$ cat config.mk
export PLATFORM = sky130hd
export DESIGN_NAME = screen_sequencer
export DESIGN_NICKNAME = d
export VERILOG_FILES = /design/src/rtl/screen_sequencer.sv
export SDC_FILE = /design/constraint.sdc
export NUM_CORES = 1
export LEC_CHECK = 0
export CAP_MARGIN = 0
export CORE_MARGIN = 2
export CORE_UTILIZATION = 30
export CTS_BUF_LIST = sky130_fd_sc_hd__clkbuf_8
export DETAILED_ROUTE_END_ITERATION = 8
export HOLD_SLACK_MARGIN = 0.03
export PLACE_DENSITY = 0.69
export SYNTH_ARGS = -nofsm -noshare
export SYNTH_HDL_FRONTEND = slang
export SYNTH_SLANG_ARGS = --single-unit
$ cat constraint.sdc
create_clock -name clk -period 2.5 [get_ports clk]
set_clock_uncertainty 0.2 [all_clocks]
set_input_delay 0.375 -clock clk [delete_from_list [all_inputs] [get_ports clk]]
set_output_delay 0.375 -clock clk [all_outputs]
set_load 0.02 [all_outputs]
$ cat src/rtl/screen_sequencer.sv
// Display phase controller: splash, VRAM/OAM clear, play, game-over delay, game-over screen.
// Owns write port A of the background RAM and OAM, muxing clear traffic against engine writes.
module screen_sequencer #(
  parameter int SPLASH_CYCLES     = 500_000_000,
  parameter int OVER_DELAY_CYCLES = 5_000,
  parameter int BG_DEPTH          = 1208,
  parameter int OAM_DEPTH         = 8
) (
  input  logic        clk,
  input  logic        clr,
  input  logic        f_tick,
  input  logic        game_over,
  input  logic        restart,
  input  logic        ge_wea,
  input  logic [15:0] ge_bg_addr,
  input  logic [8:0]  ge_bg_din,
  input  logic [15:0] ge_oam_addr,
  input  logic [31:0] ge_oam_din,
  output logic        bg_wea,
  output logic [15:0] bg_addr,
  output logic [8:0]  bg_din,
  output logic        oam_wea,
  output logic [15:0] oam_addr,
  output logic [31:0] oam_din,
  output logic        engine_clr,
  output logic        game_begin,
  output logic        game_over_display,
  output logic [1:0]  src_sel,
  output logic        cloud_on,
  output logic        busy
);

  localparam logic [31:0] SPLASH_LAST = 32'(SPLASH_CYCLES - 1);
  localparam logic [31:0] OVER_LAST   = 32'(OVER_DELAY_CYCLES - 1);
  localparam logic [15:0] BG_END      = 16'(BG_DEPTH);
  localparam logic [15:0] OAM_END     = 16'(OAM_DEPTH);

  typedef enum logic [2:0] {
    SPLASH,
    CLEAR,
    PLAY,
    OVER_WAIT,
    OVER
  } state_t;

  state_t      state, state_next;
  logic [31:0] counter, counter_next;
  logic [15:0] ca, ca_next;
  logic        restart_q;
  logic        rst_edge;

  assign rst_edge = restart & ~restart_q;

  always_ff @(posedge clk or negedge clr) begin
    if (!clr) begin
      state     <= SPLASH;
      counter   <= '0;
      ca        <= '0;
      restart_q <= 1'b0;
    end else begin
      state     <= state_next;
      counter   <= counter_next;
      ca        <= ca_next;
      restart_q <= restart;
    end
  end

  always_comb begin
    state_next   = state;
    counter_next = counter;
    ca_next      = ca;
    case (state)
      SPLASH: begin
        counter_next = counter + 32'd1;
        if (counter == SPLASH_LAST || rst_edge) begin
          state_next   = CLEAR;
          counter_next = '0;
          ca_next      = '0;
        end
      end
      CLEAR: begin
        // ca parks at BG_END so the f_tick check only opens after the last write
        if (ca < BG_END) ca_next = ca + 16'd1;
        if (ca == BG_END && f_tick) state_next = PLAY;
      end
      PLAY: begin
        if (game_over) begin
          state_next   = OVER_WAIT;
          counter_next = '0;
        end
      end
      OVER_WAIT: begin
        counter_next = counter + 32'd1;
        if (counter == OVER_LAST) state_next = OVER;
      end
      OVER: begin
        if (rst_edge) begin
          state_next = CLEAR;
          ca_next    = '0;
        end
      end
      default: state_next = SPLASH;
    endcase
  end

  always_comb begin
    bg_wea            = 1'b0;
    bg_addr           = '0;
    bg_din            = '0;
    oam_wea           = 1'b0;
    oam_addr          = '0;
    oam_din           = '0;
    engine_clr        = 1'b1;
    game_begin        = 1'b0;
    game_over_display = 1'b0;
    src_sel           = 2'd0;
    cloud_on          = 1'b0;
    busy              = 1'b0;
    case (state)
      CLEAR: begin
        busy     = 1'b1;
        bg_wea   = (ca < BG_END);
        bg_addr  = ca;
        oam_wea  = (ca < OAM_END);
        oam_addr = ca;
      end
      PLAY: begin
        engine_clr = 1'b0;
        game_begin = 1'b1;
        src_sel    = 2'd1;
        cloud_on   = 1'b1;
        bg_wea     = ge_wea;
        bg_addr    = ge_bg_addr;
        bg_din     = ge_bg_din;
        oam_wea    = ge_wea;
        oam_addr   = ge_oam_addr;
        oam_din    = ge_oam_din;
      end
      OVER_WAIT: begin
        engine_clr = 1'b0;
        game_begin = 1'b1;
        src_sel    = 2'd1;
        cloud_on   = 1'b1;
      end
      OVER: begin
        engine_clr        = 1'b0;
        game_begin        = 1'b1;
        src_sel           = 2'd2;
        game_over_display = 1'b1;
      end
      default: ;
    endcase
  end

endmodule

clk_routes.png
(4 px per um)
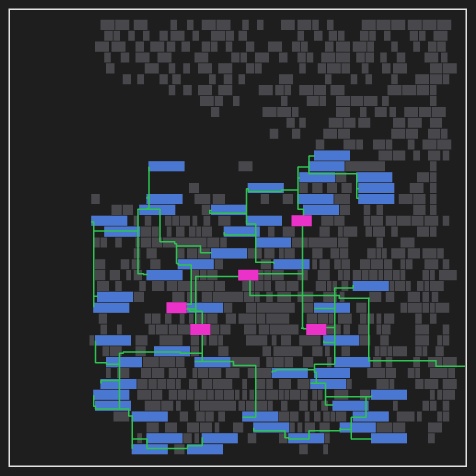
[green] clock wires | length: 652 um
[magenta] clock drivers | count: 5
[blue] flip-flops | count: 52
routed clock nets	6
clock power share: 0.355
P_clk: 0.000559 W
clk_lat worst skew: 0.31 ns

metal_density.png
(3 px per um) 23 x 23 tiles, from white (low) to dark blue (high), scaled to the fullest tile. Values are wire area over tile area, all layers added.
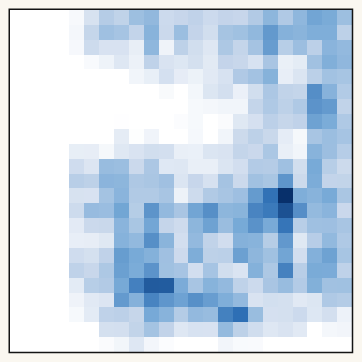
nearly empty tiles	27%
mean over tiles	0.16
fullest tile	0.71
emptiest ninth of the die	top left
tiles over half the peak	9.1%
Vias: 4160
Wirelength per Cell: 17.1 um
total track usage: 0.183
Routed WL: 13.2 mm

congestion.png
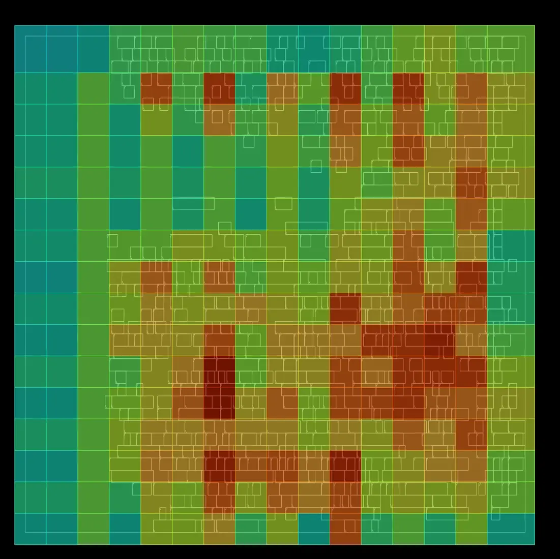
M2 GR Usage: 0.334
GR Util met3: 0.0335
GRT met1 Usage: 0.227
Final Core Density: 0.474

logic_types.png
(3 px per um)
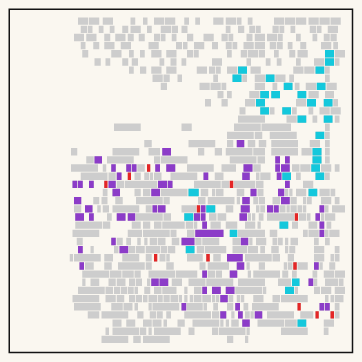
color	family	cells	most used
red	inverters	12	inv_1
purple	inverting AOI/OAI gates	77	o21ai_0
cyan	AND-OR and OR-AND gates	34	a22o_1
dominant logic cell type in the layout: clkdlybuf4s50_1
final cell count without fillers: 771

==> flow_metrics.env <==
# yosys + openroad results
export IMPL_syn_avg_cell_area_sq_um=8.38
export IMPL_reg2reg_from="counter[0]"
export IMPL_log_warning_count=28
export IMPL_nets=707
export IMPL_grt_pass1_wl_mm=19.3
export IMPL_crit_chain="ha_2, or4b_4, nor4_4, buf_4, a311oi_4, nor3_4, buf_12, clkbuf_16, a21oi_2"
export IMPL_vdd_drop_max_uv=169
export IMPL_min_path_type="input port to asynchronous set/reset pin"
export IMPL_crit_start="counter[0]"
export IMPL_muxShareOfSynthArea=0.0142
export IMPL_holdWs_ns=0.321
export IMPL_cts_max_path_buffers=2
export IMPL_initial_core_util=0.304
export IMPL_core_area_sq_um=11900
export IMPL_status="completed"
export IMPL_avgViaCountPerCell=5.40
export IMPL_rows=40
export IMPL_setup_viol=0
export IMPL_grt_start_max_net_pins=39
export IMPL_compound_area_frac=0.215
export IMPL_yosysUniqueCellTypes=58
export IMPL_synthArstFlopShare=1.00
export IMPL_seq_power_share=0.540
export IMPL_synth_area_leader_cell="dfrtp_1"
export IMPL_crit_required_ns=2.49
export IMPL_placed_cell_area_sq_um=5650
[layer usage]
metal | up-vias | GRT usage | part of all wire
met1 | 2024 | 0.227 | 0.41
met2 | 148 | 0.334 | 0.52
met5 | - | 0 | 0
li1 | 1968 | - | -
met3 | 20 | 0.0335 | 0.062
met4 | 0 | 0.0358 | 0.012
[flip-flops by register name, summed over array words and instances, names as in the netlist]
name,cells
restart_q,1
counter,32
ca,16
state,3
[through the flow]
step	worst slack (ns)	instances	TNS, ns
after CTS	0.00108	764	0
final	0.0359	771	0
after floorplan	0.00331	432	0
after global placement	-0.0659	754	-0.125
after global routing	-0.0585	771	-1.17
after detailed placement	-0.0619	754	-0.327
[area by class of cell]
class,instances,area (sq um),area share
Clock buffer,5,68.8,0.0122
Inverter,12,45.0,0.00799
Timing Repair Buffer,216,1750,0.311
Sequential cell,52,1300,0.231
Clock inverter,1,30.0,0.00532
Tap cell,147,184,0.0326
Multi-Input combinational cell,338,2260,0.400
[Yosys cell counts (2+ instances only)]
master    count
nor4_1       10
buf_1         6
o211ai_1      4
buf_2         3
o31ai_1       8
xnor2_1       4
ha_1          3
nand2_1      43
nand3_1      15
o311ai_0      2
nor3_1       11
o22ai_1       3
nor2_1       23
inv_1        11
a22o_1       26
mux2i_1       4
a211o_1       2
a221oi_1      2
nor2b_1       5
or4b_1        2
and2_1       48
a31oi_1       2
or4_1        10
clkbuf_1     18
and4_1        2
a21oi_1      23
dfrtp_1      52
and3_1        5
or3_1         8
or2_2         4
nand4_1      12
o21ai_0      22
a211oi_1      4
a31o_2        2
a21o_1        2
buf_6         2
a21boi_0      2
xor2_1        6
nor3b_1       2
Power and IR drop assume default switching activity.
